### The metal 1 layer, run 1

The bar under the picture is 20 um long.
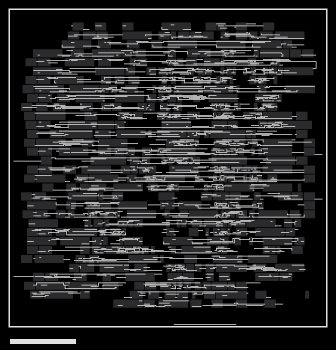
### Metal 2, run 1

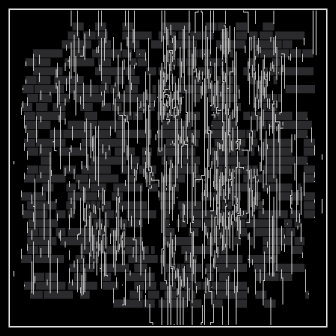
### M3 wires, run 1

The bar under the picture is 20 um long.
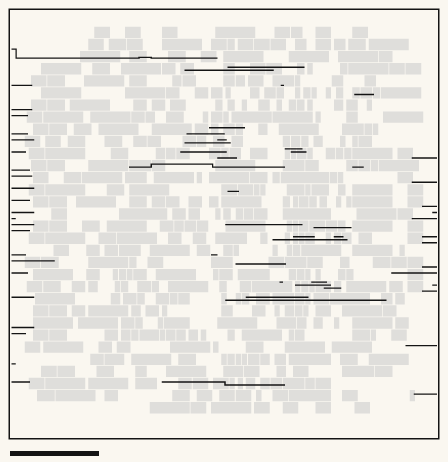
===== src/rtl/sc_timer_pkg.sv =====
// Shared types and defaults for the transition timer.
// State encoding is fixed so it can be probed by external tools.
package sc_timer_pkg;

  localparam int TIMER_DW_DEF   = 27;
  localparam int PRESCALE_W_DEF = 8;

  typedef enum logic [1:0] {
    IDLE  = 2'd0,
    RUN   = 2'd1,
    PAUSE = 2'd2,
    DONE  = 2'd3
  } state_t;

endpackage


===== src/rtl/sc_prescaler_tick.sv =====
// Reload counter: tick every reload+1 enabled clocks.
// Holds its value while disabled, so pauses neither lose nor add ticks.
module sc_prescaler_tick #(
  parameter int PRESCALE_WIDTH = 8
) (
  input  logic                      clk,
  input  logic                      rst_n,
  input  logic                      clear,
  input  logic                      enable,
  input  logic [PRESCALE_WIDTH-1:0] reload,
  output logic                      tick
);

  logic [PRESCALE_WIDTH-1:0] cnt;

  assign tick = enable && (cnt == reload);

  always_ff @(posedge clk or negedge rst_n) begin
    if (!rst_n) begin
      cnt <= '0;
    end else if (clear) begin
      cnt <= '0;
    end else if (enable) begin
      cnt <= tick ? '0 : cnt + 1'b1;
    end
  end

endmodule


===== src/rtl/sc_timer_transition.sv =====
// Transition timer: runtime terminal/prescale/mode, start/pause/clear,
// active-low end-of-count pulse plus busy and done levels.
module sc_timer_transition
  import sc_timer_pkg::*;
#(
  parameter int TIMER_DATAWIDTH_BUS = TIMER_DW_DEF,
  parameter int PRESCALE_WIDTH      = PRESCALE_W_DEF
) (
  input  logic                           SC_TIMER_CLOCK_50,
  input  logic                           SC_TIMER_RESET_InLow,
  input  logic                           SC_TIMER_start_InLow,
  input  logic                           SC_TIMER_clear_InLow,
  input  logic                           SC_TIMER_pause_InLow,
  input  logic                           SC_TIMER_periodic_In,
  input  logic [TIMER_DATAWIDTH_BUS-1:0] SC_TIMER_terminal_In,
  input  logic [PRESCALE_WIDTH-1:0]      SC_TIMER_prescale_In,
  output logic                           SC_TIMER_eoc_OutLow,
  output logic                           SC_TIMER_busy_OutLow,
  output logic                           SC_TIMER_done_OutLow,
  output logic [TIMER_DATAWIDTH_BUS-1:0] SC_TIMER_count_Out
);

  state_t state, state_nxt;

  logic                           start_prev;
  logic                           start_req;
  logic                           clr;
  logic                           active;
  logic                           tick;
  logic                           at_term;
  logic                           cap_per;
  logic [TIMER_DATAWIDTH_BUS-1:0] cap_term;
  logic [PRESCALE_WIDTH-1:0]      cap_pre;
  logic [TIMER_DATAWIDTH_BUS-1:0] count;
  logic                           eoc_q;

  assign clr       = !SC_TIMER_clear_InLow;
  assign start_req = !SC_TIMER_start_InLow && start_prev;
  assign at_term   = (count == cap_term);

  // PAUSE with pause released counts on that same edge, so a pause
  // of N cycles costs exactly N cycles.
  assign active = !clr && !start_req && SC_TIMER_pause_InLow &&
                  (state == RUN || state == PAUSE);

  sc_prescaler_tick #(
    .PRESCALE_WIDTH(PRESCALE_WIDTH)
  ) u_prescaler (
    .clk    (SC_TIMER_CLOCK_50),
    .rst_n  (SC_TIMER_RESET_InLow),
    .clear  (clr || start_req),
    .enable (active),
    .reload (cap_pre),
    .tick   (tick)
  );

  always_ff @(posedge SC_TIMER_CLOCK_50 or negedge SC_TIMER_RESET_InLow) begin
    if (!SC_TIMER_RESET_InLow) begin
      state <= IDLE;
    end else begin
      state <= state_nxt;
    end
  end

  always_comb begin
    state_nxt = state;
    if (clr) begin
      state_nxt = IDLE;
    end else if (start_req) begin
      state_nxt = RUN;
    end else if (state == RUN || state == PAUSE) begin
      if (!SC_TIMER_pause_InLow) begin
        state_nxt = PAUSE;
      end else if (tick && at_term && !cap_per) begin
        state_nxt = DONE;
      end else begin
        state_nxt = RUN;
      end
    end
  end

  always_ff @(posedge SC_TIMER_CLOCK_50 or negedge SC_TIMER_RESET_InLow) begin
    if (!SC_TIMER_RESET_InLow) begin
      start_prev <= 1'b1;
      cap_per    <= 1'b0;
      cap_term   <= '0;
      cap_pre    <= '0;
      count      <= '0;
      eoc_q      <= 1'b1;
    end else begin
      start_prev <= SC_TIMER_start_InLow;
      if (clr) begin
        count <= '0;
        eoc_q <= 1'b1;
      end else if (start_req) begin
        cap_per  <= SC_TIMER_periodic_In;
        cap_term <= SC_TIMER_terminal_In;
        cap_pre  <= SC_TIMER_prescale_In;
        count    <= '0;
        eoc_q    <= 1'b1;
      end else begin
        eoc_q <= !(tick && at_term);
        if (tick) begin
          if (!at_term) begin
            count <= count + 1'b1;
          end else if (cap_per) begin
            count <= '0;
          end
        end
      end
    end
  end

  assign SC_TIMER_eoc_OutLow  = eoc_q;
  assign SC_TIMER_busy_OutLow = !(state == RUN || state == PAUSE);
  assign SC_TIMER_done_OutLow = !(state == DONE);
  assign SC_TIMER_count_Out   = count;

endmodule


===== config.mk =====
export PLATFORM = sky130hd
export DESIGN_NAME = sc_timer_transition
export DESIGN_NICKNAME = d
export VERILOG_FILES = /design/src/rtl/sc_timer_pkg.sv /design/src/rtl/sc_prescaler_tick.sv /design/src/rtl/sc_timer_transition.sv
export SDC_FILE = /design/constraint.sdc
export NUM_CORES = 1
export LEC_CHECK = 0
export CAP_MARGIN = 10
export CORE_MARGIN = 3
export CORE_UTILIZATION = 48
export CTS_CLUSTER_SIZE = 16
export DETAILED_ROUTE_END_ITERATION = 8
export PLACE_DENSITY_LB_ADDON = 0.05
export RECOVER_POWER = 100
export SLEW_MARGIN = 20
export SYNTH_ARGS = -nofsm -noshare
export SYNTH_HDL_FRONTEND = slang
export SYNTH_HIERARCHICAL = 1
export SYNTH_SLANG_ARGS = --single-unit

===== constraint.sdc =====
create_clock -name SC_TIMER_CLOCK_50 -period 2.86 [get_ports SC_TIMER_CLOCK_50]
set_clock_uncertainty 0.15 [all_clocks]
set_input_delay 0.572 -clock SC_TIMER_CLOCK_50 [delete_from_list [all_inputs] [get_ports SC_TIMER_CLOCK_50]]
set_output_delay 0.572 -clock SC_TIMER_CLOCK_50 [all_outputs]
set_load 0.005 [all_outputs]

==> results.toml, run 1 <==
# generated from flow reports
[run_status]
status = "completed"

[drt]
dr.max_layer_used = "met4"
dr_wl_met3_um = 474
wl_met1_um = 4350
postRouteAntennaNets = 0
viasPerCell = 5.49
drt_first_pass_iters = 5
drc = 0
first_iter_violations = 221

[placement]
dpl_cell_area_mm2 = 0.00487
post-place-ws_ns = -0.142
portBuffers = 70
gp_congestion = 0.814
dp.cells = 542
dp_hpwl_um = 6630

[clock_tree]
cts_setup_buffers = 0
root_buffer = "clkbuf_8"
cts_resized = 0
cts_buffers = 9
cts.clk_slew.worst_paths_ns = 0.08
tritoncts = "done"

[global_routing]
grt_busiest_layer = "met2"
grt_pass1_vias = 2935
antenna_found_initial = 0
grt_overflow = 0
met1_usage = 0.312
grt_pass1_wl_um = 14800

[logic_synthesis]
syn_area_mm2 = 0.00390
ys_warn_count = 6
edf_count = 0
ys_area_mm2 = 0.00390
syn-num-nets = 409
topCombFamilyByArea = "simple AND/OR/NAND/NOR gates"
mux_share = 0.123
flop_cell = "dfrtp_1"
ys_cells = 365
ys.flops = 75
ys_seq_frac = 0.482

[worst_setup_path]
crit_type = "in2reg"
setup.worst_path.end_class = "flip-flop"
start_kind = "input port"
critPathTopFamily = "simple AND/OR/NAND/NOR gates"
path_depth = 11
arrival_ns = 2.79
max_stage_delay_ns = 0.50
cp_cell_sequence = "clkdlybuf4s50_1 > nand2b_1 > and2_0 > inv_4 > nor2_1 > inv_2 > nor3_4 > o21ai_2 > buf_12 > or4_1 > a21oi_1"
crit_fanout = 25
cpMaxStageDelayCell = "or4_1"
cp.buffers_inverters = 4
worstPathRequired_ns = 2.98

[final_timing]
fin_ws_ns = 0.186
hold_slack_ns = 0.313
slew_violations = 0
finalHoldViolCount = 0
rsz0062_at_grt = "no"
period_used_share = 0.935
finalCriticalPeriod_ns = 2.67
max_freq_mhz = 374
setup_tns_ns = 0
maxSlewHeadroom = 0.170

[pwr]
power_leader = "registers"
powerClk_w = 0.000991
ir_drop_mv = 0.271
total_power_w = 0.00257
switchingPower_w = 0.000602
pg_seq_w = 0.00124
pg_comb_w = 0.000342
pwr-share-seq = 0.482
cellLeakagePower_nw = 2.07

[die]
die_width_um = 96.2
fp.dieH_um = 96.2
die_area_mm2 = 0.00925
initCoreUtil = 0.500
placementRows = 32

[min_path]
hp-class = "in2async"

[layout]
final_nets = 495
utilization = 0.647
final_cells = 558
area_growth_pct = 29.4

[run]
tool_warnings = 26
maxCapViolations = 0
## Picture notes: 'The metal 1 layer'
main direction: horizontal
share of all routed wire: 48%
nets with wire on the layer: 425
Via Count: 3061
Routed WL: 9110 um

## Picture notes: 'Metal 2'
main direction: vertical
nets with wire on the layer: 413
share of all routed wire: 46%
M2 GR Usage: 0.319

## Picture notes: 'M3 wires'
share of all routed wire: 5.2%
main direction: horizontal
met3 usage: 0.0383

## run 1: area by class of cell
class,instances,area (um2)
fill,657,2760
tap,102,128
multi-input combinational,258,1880
clock inverter,5,100
inverter,13,51.3
sequential,75,1880
timing repair buffer,94,868
clock buffer,11,141
## run 1: worst paths after layout
kind	startpoint	to	slack [ns]
max	SC_TIMER_start_InLow	SC_TIMER_count_Out[13]	0.19
min	SC_TIMER_RESET_InLow	cap_term[3]	0.31
max reg2reg	SC_TIMER_count_Out[0]	SC_TIMER_eoc_OutLow	0.29
min reg2reg	cap_pre[3]	cap_pre[3]	0.38
max in group asynchronous	SC_TIMER_RESET_InLow	SC_TIMER_count_Out[10]	1.36
min in group SC_TIMER_CLOCK_50	cap_pre[3]	cap_pre[3]	0.38
## run 1: cells in the mapped netlist, types with 2 or more instances
| cell | number | area (um2) |
|---|---|---|
| dfstp_2 | 2 | 52.6 |
| and2_1 | 2 | 12.5 |
| or2_2 | 3 | 18.8 |
| nand2_1 | 20 | 75.1 |
| buf_2 | 7 | 35.0 |
| mux2_2 | 40 | 450 |
| nand2b_1 | 3 | 18.8 |
| xnor2_1 | 22 | 193 |
| nor3_2 | 2 | 20.0 |
| o31ai_1 | 10 | 75.1 |
| o21ai_0 | 6 | 30.0 |
| nor4_1 | 4 | 25.0 |
| a32o_1 | 5 | 50.1 |
| or3_1 | 6 | 37.5 |
| clkbuf_1 | 8 | 30.0 |
| buf_1 | 3 | 11.3 |
| xor2_1 | 20 | 175 |
| a21oi_1 | 19 | 95.1 |
| or4_1 | 12 | 90.1 |
| mux2i_1 | 3 | 30.0 |
| and3_1 | 3 | 18.8 |
| inv_1 | 12 | 45.0 |
| nor2_1 | 21 | 78.8 |
| o22ai_1 | 2 | 12.5 |
| dfrtp_1 | 73 | 1830 |
| nand4_1 | 14 | 87.6 |
| ha_1 | 3 | 37.5 |
| nor3_1 | 8 | 40.0 |
| nand3_1 | 15 | 75.1 |
## run 1: cell usage in the layout (no fill, tap or decap), types with 2 or more instances in the layout
cell type | Yosys | routed
o31ai_1 | 10 | 10
nor3_1 | 8 | 9
clkdlybuf4s50_1 | 0 | 47
dfrtp_1 | 73 | 73
or4_1 | 12 | 13
a21oi_1 | 19 | 19
buf_4 | 1 | 8
xor2_1 | 20 | 20
clkbuf_8 | 0 | 10
o22ai_1 | 2 | 2
ha_1 | 3 | 3
xnor2_1 | 22 | 22
and2_0 | 0 | 2
nand2b_1 | 3 | 3
nand4_1 | 14 | 14
nor2_1 | 21 | 21
and3_1 | 3 | 3
a32o_1 | 5 | 5
nor4_1 | 4 | 4
o2111ai_1 | 1 | 2
nand3_1 | 15 | 15
buf_12 | 0 | 3
dfstp_2 | 2 | 2
o21ai_0 | 6 | 6
clkinv_2 | 0 | 2
dlygate4sd3_1 | 0 | 22
mux2i_1 | 3 | 3
mux2_2 | 40 | 40
bufinv_16 | 0 | 3
o21ai_2 | 1 | 2
inv_1 | 12 | 10
or3_1 | 6 | 6
nand2_1 | 20 | 20
or2_2 | 3 | 3
clkbuf_1 | 8 | 13
### Placement view, run 1

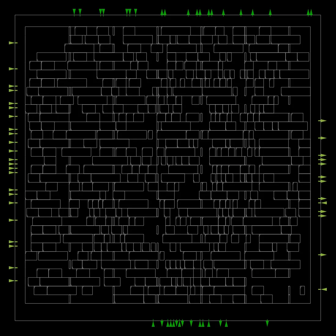

==> run 2, diff against run 1 <==
- CORE_UTILIZATION: 48 -> 47
- SYNTH_HIERARCHICAL: 1 -> not set
### Placement view, run 2

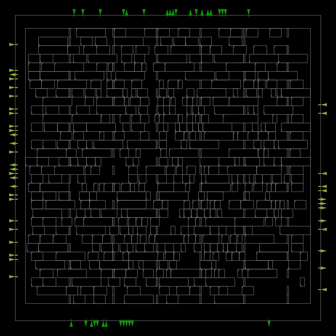
Tap Count: 102
Final Non-Filler Cells: 578

==> run 2 against run 1 <==
The flow now finishes with violations (max-capacitance violations, max-slew violations). Non-clock buffer count rose by 15. Clock-buffer cell count unchanged. Total power shrank 5.8%. Via count grew 2.7%. Cell count rose by 3.6%. Design area increased by 0.12%. Register-to-register slack lost 0.12 ns. Core utilization down 0.25 points. Fmax shrank 0.77%. Synthesized cell count grew 1.4%. Area after synthesis decreased by 1.0%. Critical path type is now reg2reg. Largest power group unchanged.
==> results.toml, run 2 <==
# generated from flow reports
[global_routing]
grt_max_degree = 41
antenna_found_initial = 0
grt_overflow = 0
grtUsageTotal = 0.212
grt_pass1_wl_um = 16100
grt_pass1_vias = 3161

[layout]
flop_area_mm2 = 0.00188
nFillCells = 686
layout-drive-gt1-share = 0.172
area_growth_pct = 30.9
layout.area.comb_mm2 = 0.00188
lay_top_cells = "dfrtp_1 (73), clkdlybuf4s50_1 (55), mux2_2 (36)"
lay_top_count = "dfrtp_1"
final_nets = 515
antenna_cells = 0

[worst_setup_path]
setup.worst_path.end_class = "flip-flop"
crit_fanout = 14
crit_type = "reg2reg"
r2r_setup_slack_ns = 0.17
start_kind = "flip-flop"
arrival_ns = 2.76
worstPathRequired_ns = 2.92

[clock_tree]
cts.path.max_buffers = 2
tritoncts = "done"
cts_buffers = 9
htree_num_levels = 3
cts_sinks = 75
cts.clk_slew.worst_paths_ns = 0.07
worstSkewPairLatency_ns = 0.34
hold_buffers = 0
root_buffer = "clkbuf_8"

[placement]
dp_hpwl_um = 7100
portBuffers = 70
gp_congestion = 0.886

[logic_synthesis]
ys_area_mm2 = 0.00386
yosysUniqueCellTypes = 36
syn_inst = 370
ys_seq_frac = 0.487
top_cell_area_share = 0.473
area_leaders = "dfrtp_1 (47%), mux2_2 (10%), xor2_1 (5.4%), xnor2_1 (4.8%), nand2_1 (3.3%)"
postSynthAreaPerCell_um2 = 10.4
top_cell = "dfrtp_1"
ys_cells = 370
common_cells = "dfrtp_1 (73), mux2_2 (36), nand2_1 (34), xor2_1 (24), a21oi_1 (23)"
syn_area_mm2 = 0.00386
syn-num-nets = 414
ys_warn_count = 0
largest_area_cell = "dfrtp_1"
ys.flops = 75
edf_count = 0
synthArstFlopShare = 1.00
flop_cell = "dfrtp_1"

[drt]
drt_wl_total_um = 9380
num_vias = 3145
wl_per_cell_um = 16.2
drt_first_pass_iters = 4
viasPerCell = 5.44
first_iter_violations = 175
postRouteAntennaNets = 0
drc = 0

[final_timing]
finalCriticalPeriod_ns = 2.69
hold_slack_ns = 0.376
period_used_share = 0.942
max_freq_mhz = 371
slew_violations = 36
setup_tns_ns = 0
maxSlewHeadroom = -0.342
rsz0062_at_grt = "no"
finalSetupViolCount = 0
finalHoldViolCount = 0
tightest_slew_ns = 2.01

[pwr]
ir_drop_mv = 0.334
cellLeakagePower_nw = 1.99
power.density_mw_per_mm2 = 479

[run_status]
violations = "max-capacitance violations, max-slew violations"
status = "complete, but fails checks"

[die]
fp.dieH_um = 96.6
initCoreUtil = 0.492
ios = 71
core_area_mm2 = 0.00785
die_width_um = 96.6
die_area_mm2 = 0.00934
placementRows = 32

[min_path]
hp-class = "reg2reg"

[run]
tool_warnings = 26
maxCapViolations = 1
run 2: netlist changes by cell type after synthesis, moves of 4 or more:
cell,before,now
a21oi_1,19,23
mux2_2,40,36
nand3_1,15,21
nor4_1,4,10
nand2_1,20,34
nand4_1,14,10
nor2_1,21,15
o21a_1,0,4
a32o_1,5,0
o21ai_0,6,12
inv_1,12,6
xor2_1,20,24
run 2: power breakdown:
| group | total, W | internal [W] | switching [W] |
|---|---|---|---|
| sequential | 0.00124 | 0.00117 | 0.0000782 |
| clock | 0.000828 | 0.000430 | 0.000398 |
| combinational | 0.000351 | 0.000212 | 0.000140 |
| total | 0.00242 | 0.00181 | 0.000616 |
run 2: area by class of cell:
type | instances | area share
well taps | 102 | 0.0252
flip-flops and latches | 75 | 0.372
clock inverters | 5 | 0.0121
repair buffers | 109 | 0.187
clock buffers | 11 | 0.0280
multi-input cells | 270 | 0.372
inverters | 6 | 0.00445
run 2: metrics by stage:
step,util,std cells,area [um2],setup WS [ns],total power [W]
after detailed placement,0.626,562,4910,-0.0224,0.00163
after global routing,0.644,578,5060,0.0406,0.00255
after global placement,0.626,562,4910,0.0178,0.00162
after CTS,0.652,578,5120,0.0562,0.00246
final,0.644,578,5060,0.165,0.00242
after floorplan,-,370,3860,0.274,0.00147
run 2: worst paths after layout:
path / start / end / cells past startpoint
max in group asynchronous: SC_TIMER_RESET_InLow / SC_TIMER_count_Out[2] / 1
min reg2reg: cap_term[22] / cap_term[22] / 1
max reg2reg: SC_TIMER_count_Out[20] / SC_TIMER_count_Out[26] / 8
min in group asynchronous: SC_TIMER_RESET_InLow / state[0] / 1
max: SC_TIMER_count_Out[20] / SC_TIMER_count_Out[26] / 8
min: cap_term[22] / cap_term[22] / 1
run 2: cell families (layout without fill, tap and decap cells):
group	Yosys count	count (layout)	share of synthesized area
AND/OR/NAND/NOR	127	127	0.173
buffers and inverters	25	131	0.0292
multiplexers	36	36	0.105
adder cells (fa/ha/maj)	3	3	0.00972
AND-OR/OR-AND	59	59	0.0943
flip-flops	75	75	0.487
XOR/XNOR	45	45	0.102
run 2: layer usage:
metal	track usage	part of all wire
met3	0.0360	0.052
met5	0	0
met4	0.0648	0.0063
met1	0.298	0.48
met2	0.336	0.47
run 2: worst max-delay path: stages, from the launching register on:
cell	delay, ns
dfrtp_1	0.47
xor2_1	0.19
nor4_1	0.33
buf_4	0.18
nand4_1	0.20
or4_4	0.66
o21ai_4	0.19
buf_12	0.15
a21oi_1	0.05
run 2: what timing repair did:
action,in CTS,in global routing
gates resized,0,2
setup buffers,0,0
endpoints found under the setup margin,0,14
endpoints found under the hold margin,0,0
==> run 3, diff against run 2 <==
- ABC_AREA: not set -> 1
- CORE_UTILIZATION: 47 -> 49
- GPL_TIMING_DRIVEN: not set -> 0
- MAX_ROUTING_LAYER: not set -> met4
### The metal 1 layer, run 3

The bar under the picture is 20 um long.
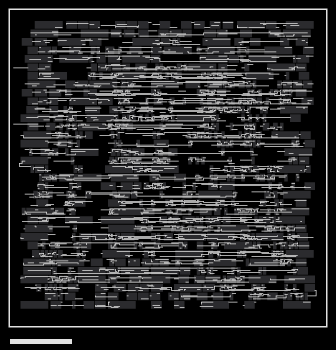
main direction: horizontal
nets with wire on the layer: 626
share of all routed wire: 42%
Routed WL: 12300 um
met1 usage: 0.317
Via Count: 4006

==> run 3 against run 2 <==
The flow now finishes without violations. Largest cell class unchanged. Combinational power increased by 21%. First-iteration DRC count increased by 12%. Global-route usage increased by 5.2 points. Clock-buffer cell count decreased by 1. Cell count increased by 31%.
==> results.toml, run 3 <==
# generated from flow reports
[clock_tree]
cts_resized = 0
cts.clk_slew.worst_paths_ns = 0.08
hold_buffers = 1
root_buffer = "clkbuf_8"
cts_setup_buffers = 0
cts_buffers = 9
htree_num_levels = 3
worstSkewPairLatency_ns = 0.36
cts.path.max_buffers = 2

[logic_synthesis]
syn-num-nets = 607
ys_cells = 563
flop_cell = "dfrtp_1"
synthArstFlopShare = 1.00
largest_area_cell = "dfrtp_1"
area_leaders = "dfrtp_1 (41%), nand2_1 (13%), mux2_2 (6.8%), nor2_1 (5.6%), inv_1 (4.9%)"
ys.flops = 75
postSynthAreaPerCell_um2 = 7.91
syn_inst = 563
edf_count = 0
common_cells = "nand2_1 (159), dfrtp_1 (73), nor2_1 (66), inv_1 (58), nand4_1 (30)"
top_cell_area_share = 0.410
syn_area_mm2 = 0.00445
yosysUniqueCellTypes = 30
ys_warn_count = 0
ys_area_mm2 = 0.00445
ys_seq_frac = 0.422

[pwr]
swShare = 0.262
power.density_mw_per_mm2 = 479
pwr-share-comb = 0.160
ir_drop_mv = 0.293
p_int_w = 0.00196
pwr-share-seq = 0.463
clockPowerShare = 0.376
switchingPower_w = 0.000696

[die]
ios = 71
initCoreUtil = 0.508
die_width_um = 101
die_area_mm2 = 0.0103
core_area_mm2 = 0.00876

[worst_setup_path]
worstPathRequired_ns = 2.95
max_stage_delay_ns = 0.55
worstReg2RegEnd = "SC_TIMER_count_Out[26]"
critPathMostFrequentCell = "inv_1"
reg2reg_from = "SC_TIMER_count_Out[22]"
r2r_cells = 10
cpMaxStageDelayCell = "dlygate4sd3_1"
setup.worst_path.end_class = "flip-flop"
cp_cell_sequence = "dlygate4sd3_1 > inv_1 > nand2_2 > inv_1 > nand2_1 > clkbuf_1 > mux2_2"
crit_type = "in2reg"
r2r_setup_slack_ns = 0.56

[layout]
nFillCells = 800
area_growth_pct = 24.5
antenna_cells = 0
final_design_area_no_fill_mm2 = 0.00555
utilization = 0.633
lay_top_count = "nand2_1"

[global_routing]
grt_overflow = 0
antenna_found_initial = 0
grt_pass1_vias = 4068
grtUsageTotal = 0.264
grt_pass1_wl_um = 20300

[placement]
portBuffers = 69
dp.cells = 741
post-place-ws_ns = 0.0652
dp_hpwl_um = 9340
gp_congestion = 0.962

[final_timing]
maxSlewHeadroom = 0.0178
rsz0062_at_grt = "no"
finalCriticalPeriod_ns = 2.54
fin_ws_ns = 0.318
finalSetupViolCount = 0
max_freq_mhz = 393
finalHoldViolCount = 0

[min_path]
hp-class = "reg2reg"

[run]
tool_warnings = 26

[drt]
first_iter_violations = 196
drc = 0
drt_first_pass_iters = 5
viasPerCell = 5.28

[run_status]
status = "completed"
## run 3: metrics by stage
stage / hold WS (ns) / setup TNS (ns)
6_report: 0.342 / 0
5_1_grt: 0.387 / 0
4_1_cts: 0.350 / 0
3_5_place_dp: 0.330 / 0
3_3_place_gp: 0.317 / -113.87
2_1_floorplan: 0.126 / 0
## run 3: cell families (layout without fill, tap and decap cells)
family,count (synthesis),in the layout,share of synthesized area
simple gates,294,294,0.285
buf+inv,77,164,0.0806
flops,75,75,0.422
xor+xnor,44,44,0.0865
compound gates,43,43,0.0489
mux,27,27,0.0683
fa+ha+maj,3,3,0.00843
## run 3: worst min path at each step
stage / from / end / slack [ns] / cells after the start
5_1_grt: state[1] / state[1] / 0.39 / 2
3_3_place_gp: state[1] / state[1] / 0.32 / 2
3_5_place_dp: state[1] / state[1] / 0.33 / 2
6_report: state[1] / state[1] / 0.34 / 2
4_1_cts: state[1] / state[1] / 0.35 / 2
2_1_floorplan: SC_TIMER_RESET_InLow / SC_TIMER_count_Out[0] / 0.13 / 0
## run 3: worst max-delay path: cells and delay by family
kind	cells	cell delay (ns)
buffers and inverters	4	1.16
multiplexers	1	0.41
AND/OR/NAND/NOR	2	0.47
## run 3: metal layers
metal | global-route usage | share of wire | vias to the layer above | routed length [um]
met5 | - | 0 | - | 0
met4 | 0.104 | 0.022 | 0 | 276
met3 | 0.0406 | 0.047 | 19 | 581
met2 | 0.444 | 0.51 | 107 | 6310
met1 | 0.317 | 0.42 | 1911 | 5130
li1 | - | - | 1969 | -
## run 3: cell type report
class                   count  area [um2]  area share
clock inverters             6         114      0.0205
clock buffers              10         128      0.0230
repair buffers             71         722       0.130
inverters                  58         218      0.0393
well taps                 108         135      0.0244
multi-input cells         411        2210       0.399
plain buffers              19         140      0.0253
flip-flops and latches     75        1880       0.339
## run 3: power groups by stage
| stage | Combinational (W) | Sequential (W) | Clock [W] |
|---|---|---|---|
| after global placement | 0.000416 | 0.00125 | 0 |
| final | 0.000426 | 0.00123 | 0.00100 |
| after detailed placement | 0.000436 | 0.00125 | 0 |
| after global routing | 0.000476 | 0.00124 | 0.00105 |
| after CTS | 0.000438 | 0.00123 | 0.00102 |
| after floorplan | 0.000270 | 0.00123 | 0 |
Power and IR drop assume default switching activity.
